[src/rtl/cpu_step_sequencer_pkg.sv]
// Shared definitions for the multi-cycle CPU control path: opcode values,
// step encodings and PC source selects. The step-3 ALU-control decoder
// imports the same package so both blocks agree on these constants.
package cpu_step_sequencer_pkg;

    localparam logic [5:0] OPC_ADD  = 6'b000000;
    localparam logic [5:0] OPC_J    = 6'b000010;
    localparam logic [5:0] OPC_BEQ  = 6'b000100;
    localparam logic [5:0] OPC_ADDI = 6'b001000;
    localparam logic [5:0] OPC_LW   = 6'b100011;
    localparam logic [5:0] OPC_SW   = 6'b101011;

    typedef enum logic [2:0] {
        STEP_FETCH   = 3'd1,
        STEP_DECODE  = 3'd2,
        STEP_EXEC    = 3'd3,
        STEP_MEM     = 3'd4,
        STEP_WB      = 3'd5,
        STEP_ILLEGAL = 3'd7
    } step_e;

    localparam logic [1:0] PC_SRC_SEQ    = 2'd0;
    localparam logic [1:0] PC_SRC_BRANCH = 2'd1;
    localparam logic [1:0] PC_SRC_JUMP   = 2'd2;

endpackage

[src/rtl/cpu_step_sequencer_opcode_class.sv]
// Purely combinational classification of the latched opcode into the
// attributes the step sequencer branches on.
import cpu_step_sequencer_pkg::*;

module cpu_opcode_class #(
    parameter int OPC_W = 6
) (
    input  logic [OPC_W-1:0] opcode,
    output logic             supported,
    output logic             is_mem,
    output logic             is_load,
    output logic             is_store,
    output logic             needs_wb,
    output logic             is_branch,
    output logic             is_jump,
    output logic             is_rtype
);

    // Decode the opcode into class flags; anything not listed is unsupported.
    always_comb begin
        supported = 1'b0;
        is_mem    = 1'b0;
        is_load   = 1'b0;
        is_store  = 1'b0;
        needs_wb  = 1'b0;
        is_branch = 1'b0;
        is_jump   = 1'b0;
        is_rtype  = 1'b0;
        case (opcode)
            OPC_W'(OPC_ADD): begin
                supported = 1'b1;
                needs_wb  = 1'b1;
                is_rtype  = 1'b1;
            end
            OPC_W'(OPC_ADDI): begin
                supported = 1'b1;
                needs_wb  = 1'b1;
            end
            OPC_W'(OPC_LW): begin
                supported = 1'b1;
                is_mem    = 1'b1;
                is_load   = 1'b1;
                needs_wb  = 1'b1;
            end
            OPC_W'(OPC_SW): begin
                supported = 1'b1;
                is_mem    = 1'b1;
                is_store  = 1'b1;
            end
            OPC_W'(OPC_BEQ): begin
                supported = 1'b1;
                is_branch = 1'b1;
            end
            OPC_W'(OPC_J): begin
                supported = 1'b1;
                is_jump   = 1'b1;
            end
            default: ;
        endcase
    end

endmodule

[src/rtl/cpu_step_sequencer.sv]
// Multi-cycle CPU step sequencer: walks FETCH/DECODE/EXEC/MEM/WB for each
// instruction and drives the datapath strobes. Unsupported opcodes park the
// sequencer in ILLEGAL until reset.
import cpu_step_sequencer_pkg::*;

module cpu_step_sequencer #(
    parameter int OPC_W = 6
) (
    input  logic             clk,
    input  logic             rst,
    input  logic [OPC_W-1:0] instr_opcode,
    input  logic             mem_ready,
    input  logic             alu_zero,
    output logic [2:0]       step,
    output logic [OPC_W-1:0] opcode_step_3,
    output logic             ir_write,
    output logic             pc_write,
    output logic             mem_read,
    output logic             mem_write,
    output logic             reg_write,
    output logic             reg_dst,
    output logic             mem_to_reg,
    output logic [1:0]       pc_src,
    output logic             illegal
);

    step_e            state_q;
    step_e            state_d;
    logic [OPC_W-1:0] opcode_q;
    logic             illegal_q;
    logic             fetch_done;

    logic supported, is_mem, is_load, is_store;
    logic needs_wb, is_branch, is_jump, is_rtype;

    cpu_opcode_class #(.OPC_W(OPC_W)) u_class (
        .opcode    (opcode_q),
        .supported (supported),
        .is_mem    (is_mem),
        .is_load   (is_load),
        .is_store  (is_store),
        .needs_wb  (needs_wb),
        .is_branch (is_branch),
        .is_jump   (is_jump),
        .is_rtype  (is_rtype)
    );

    assign fetch_done    = (state_q == STEP_FETCH) && mem_ready;
    assign step          = state_q;
    assign opcode_step_3 = opcode_q;
    assign illegal       = illegal_q;

    // State, latched opcode and sticky illegal flag; the opcode only
    // changes on an accepted fetch so step-3 decode sees a stable value.
    always_ff @(posedge clk) begin
        if (rst) begin
            state_q   <= STEP_FETCH;
            opcode_q  <= '0;
            illegal_q <= 1'b0;
        end else begin
            state_q <= state_d;
            if (fetch_done) begin
                opcode_q <= instr_opcode;
            end
            if (state_d == STEP_ILLEGAL) begin
                illegal_q <= 1'b1;
            end
        end
    end

    // Next-state and strobe decode; reset masks every strobe at once.
    always_comb begin
        state_d    = state_q;
        ir_write   = 1'b0;
        pc_write   = 1'b0;
        mem_read   = 1'b0;
        mem_write  = 1'b0;
        reg_write  = 1'b0;
        reg_dst    = 1'b0;
        mem_to_reg = 1'b0;
        pc_src     = PC_SRC_SEQ;
        case (state_q)
            STEP_FETCH: begin
                mem_read = 1'b1;
                if (mem_ready) begin
                    ir_write = 1'b1;
                    pc_write = 1'b1;
                    state_d  = STEP_DECODE;
                end
            end
            STEP_DECODE: begin
                state_d = supported ? STEP_EXEC : STEP_ILLEGAL;
            end
            STEP_EXEC: begin
                if (is_jump) begin
                    pc_write = 1'b1;
                    pc_src   = PC_SRC_JUMP;
                    state_d  = STEP_FETCH;
                end else if (is_branch) begin
                    if (alu_zero) begin
                        pc_write = 1'b1;
                        pc_src   = PC_SRC_BRANCH;
                    end
                    state_d = STEP_FETCH;
                end else if (is_mem) begin
                    state_d = STEP_MEM;
                end else if (needs_wb) begin
                    state_d = STEP_WB;
                end else begin
                    state_d = STEP_FETCH;
                end
            end
            STEP_MEM: begin
                mem_read  = is_load;
                mem_write = is_store;
                if (mem_ready) begin
                    state_d = is_load ? STEP_WB : STEP_FETCH;
                end
            end
            STEP_WB: begin
                reg_write  = 1'b1;
                reg_dst    = is_rtype;
                mem_to_reg = is_load;
                state_d    = STEP_FETCH;
            end
            STEP_ILLEGAL: begin
                state_d = STEP_ILLEGAL;
            end
            default: begin
                state_d = STEP_FETCH;
            end
        endcase
        if (rst) begin
            ir_write   = 1'b0;
            pc_write   = 1'b0;
            mem_read   = 1'b0;
            mem_write  = 1'b0;
            reg_write  = 1'b0;
            reg_dst    = 1'b0;
            mem_to_reg = 1'b0;
            pc_src     = PC_SRC_SEQ;
        end
    end

endmodule

[config.mk]
export PLATFORM = sky130hd
export DESIGN_NAME = cpu_step_sequencer
export DESIGN_NICKNAME = d
export VERILOG_FILES = /design/src/rtl/cpu_step_sequencer_pkg.sv /design/src/rtl/cpu_step_sequencer_opcode_class.sv /design/src/rtl/cpu_step_sequencer.sv
export SDC_FILE = /design/constraint.sdc
export NUM_CORES = 1
export LEC_CHECK = 0
export ABC_AREA = 0
export ABC_CLOCK_PERIOD_IN_PS = 2300
export CAP_MARGIN = 20
export CORE_UTILIZATION = 40
export DETAILED_ROUTE_END_ITERATION = 8
export HOLD_SLACK_MARGIN = 0.05
export PLACE_DENSITY_LB_ADDON = 0.05
export SYNTH_ARGS = -nofsm -noshare
export SYNTH_HDL_FRONTEND = slang
export SYNTH_SLANG_ARGS = --single-unit
[constraint.sdc]
create_clock -name clk -period 2.3 [get_ports clk]
set_clock_uncertainty 0.05 [all_clocks]
set_input_delay 0.46 -clock clk [delete_from_list [all_inputs] [get_ports clk]]
set_output_delay 0.46 -clock clk [all_outputs]
set_load 0.01 [all_outputs]
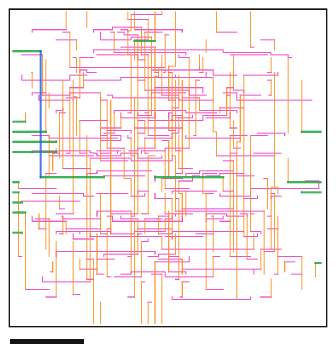
**Above:** signal wires by layer.
Scale bar: 10 µm.
legend:
  magenta:
    layer: M1
    wire_length: 859 µm
  green:
    layer: M3
    wire_length: 57.0 µm
  orange:
    layer: M2
    wire_length: 880 µm
  blue:
    layer: M4
    wire_length: 17.0 µm
total wire length: 1.81 mm
GRT Total Usage: 0.224
WL per Instance: 13.4 µm
total number of vias: 705

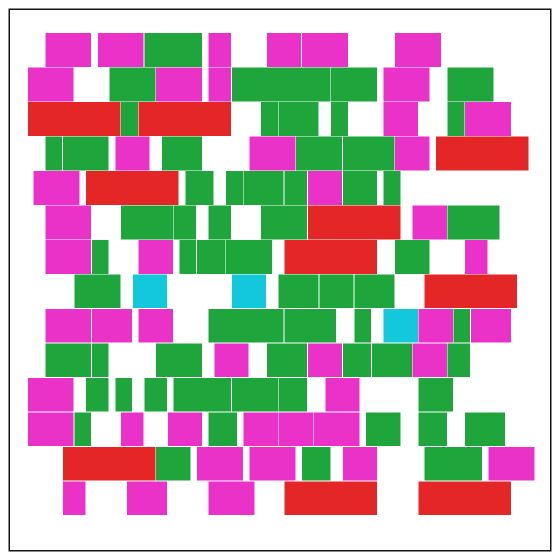
**Above:** placed cells, one colour a class.
legend:
  cyan:
    class: clock-net drivers
    cells: 3
  magenta:
    class: remaining buffers and delay cells
    cells: 45
  red:
    class: registers
    cells: 10
  green:
    class: remaining logic cells
    cells: 61
share of the final layout cell area in sequential cells: 0.183
# rows: 14
final design area excluding fillers: 1090 µm²
area of the core: 1520 µm²

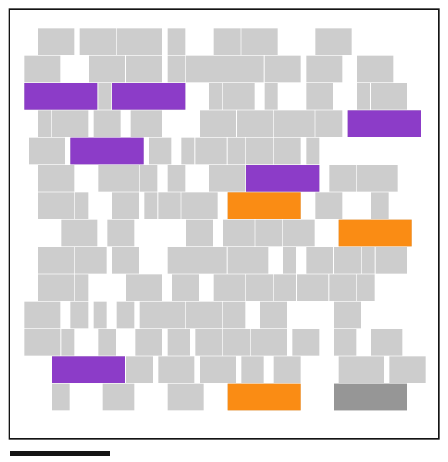
**Above:** sequential cells coloured by netlist name.
Scale bar: 10 µm. Other sequential cells in the stronger grey, the rest of the logic in the fainter grey.
legend:
  orange:
    netlist_name: step
    placed_flops: 3
  purple:
    netlist_name: opcode_step_3
    placed_flops: 6
not coloured: 1
Finished Core Util: 0.718
register area: 200 µm²
power dissipated in sequential cells: 0.196 mW

==> impl_metrics.yaml <==
# physical design summary
outcome:
  run_status: "completed"
final_timing:
  final.period_utilization: 0.990
  hold_ws_ns: 0.499
  max_slew.worst_pin.slew_ns: 0.362
  fmaxAchievable_ghz: 0.439
  final-setup-viol-count: 0
  timing.final.max_slew_violations: 0
  setup_total_negative_slack_ns: 0
  rsz0062_at_grt: "no"
  final_hold_viol_count: 0
layout:
  num_antenna_cells: 0
  share_of_final_layout_standard_cells_stronger_than_drive_strength_1: 0.361
  comb_area_share: 0.428
  non_clock_buffer_count: 45
  mostFrequentLayoutCells: "19 x sky130_fd_sc_hd__clkdlybuf4s50_1, 17 x sky130_fd_sc_hd__buf_4, 10 x sky130_fd_sc_hd__dfxtp_1"
  fin_cells: 135
  largest_register_ff_count: 6
  nNetsFinal: 131
  numSequentialCells: 10
  multi_input_comb_cells: 60
setup_path:
  timing.rr.end: "step[2]"
  worst_path_maximum_fanout: 3
  reg2regPathDepth: 5
  criticalPathCategory: "primary input to output port"
  crit_path_largest_cell_delay_ns: 0.43
  critical_path.slowest_cell: "sky130_fd_sc_hd__clkdlybuf4s50_1"
  worst-path-stages: 4
  cp.buffers_inverters: 2
  cpLargestDelayFamily: "buffers and inverters"
  crit_chain: "clkdlybuf4s50_1 -> or3_4 -> nor3_2 -> clkdlybuf4s15_1"
  worstPathArrival_ns: 1.77
  startpoint_type: "primary input"
routing:
  dr.first_iter.drc_count: 3
  wirelength_met1_um: 859
  detailroute.wirelength.met2_um: 879
  number_of_vias_per_cell_after_detailed_routing: 5.22
placement:
  place.detailed.instances: 132
  placedInstanceArea_um2: 1050
  gpl.final_weighted_congestion: 0.756
  post-dp-hpwl_mm: 1.35
power:
  comb_power_share: 0.399
  power_top_consumer: "combinational cells"
  leakage_nw: 0.453
  totalPowerFinal_mw: 0.530
  peakVddDrop_v: 0.000363
  pwr.group.combinational_mw: 0.212
synth:
  syn-mean-instance-area_um2: 8.79
  synth-edff-count: 0
  dominantRegCellSynth: "sky130_fd_sc_hd__dfxtp_1"
  syn_inst: 75
  netlist_top_cells_area: "sky130_fd_sc_hd__dfxtp_1 30%, sky130_fd_sc_hd__mux2i_1 12%, sky130_fd_sc_hd__nor2_1 5.7%"
  sequential_area_share_after_synthesis: 0.304
  synth.mux.area_fraction: 0.121
  ys_sh_aoi: 0.137
  post_synthesis_cell_type_count: 34
  synthDominantCellAreaShare: 0.304
  ys_async_rst_share: 0
  top_area_cell: "sky130_fd_sc_hd__dfxtp_1"
min_path:
  worst_hold_path.num_cells: 2
  path_category_of_the_worst_min_delay_check: "register to register"
  min_to: "illegal"
cts:
  post_cts.repair.setup_buffers: 0
  clock_tree_from_tritoncts: "yes"
  max-clock-path-buffers: 2
  post_cts_resized: 23
  cts-buffers-inserted: 3
  cts_htree_levels: 1
global_route:
  wire_length_of_the_first_global_routing_pass_mm: 3.05
  antenna_found_initial: 0
  groute.layer.met3.usage: 0.0690
  met1_grt_util: 0.286
floorplanning:
  ios: 29
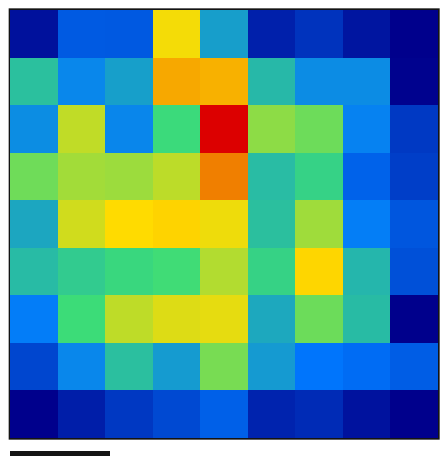
**Above:** wiring heat map.
Scale bar: 10 µm. 9 x 9 tiles, from dark blue (low) to red (high), scaled to the fullest tile. Values are wire area over tile area, all layers added.
tiles over half the peak: 31%
mean over tiles: 0.16
fullest tile: 0.40

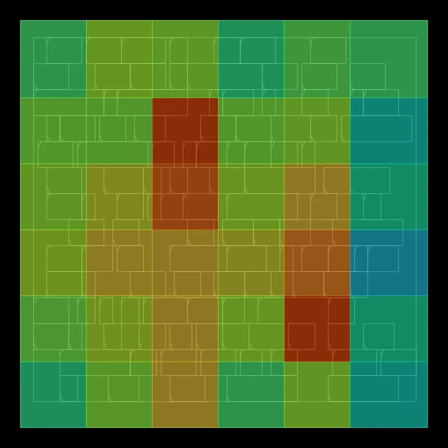
**Above:** congestion heat map.
GR peak layer: met2
routing usage on met2: 0.366

Power is estimated from default activity; no workload was simulated.
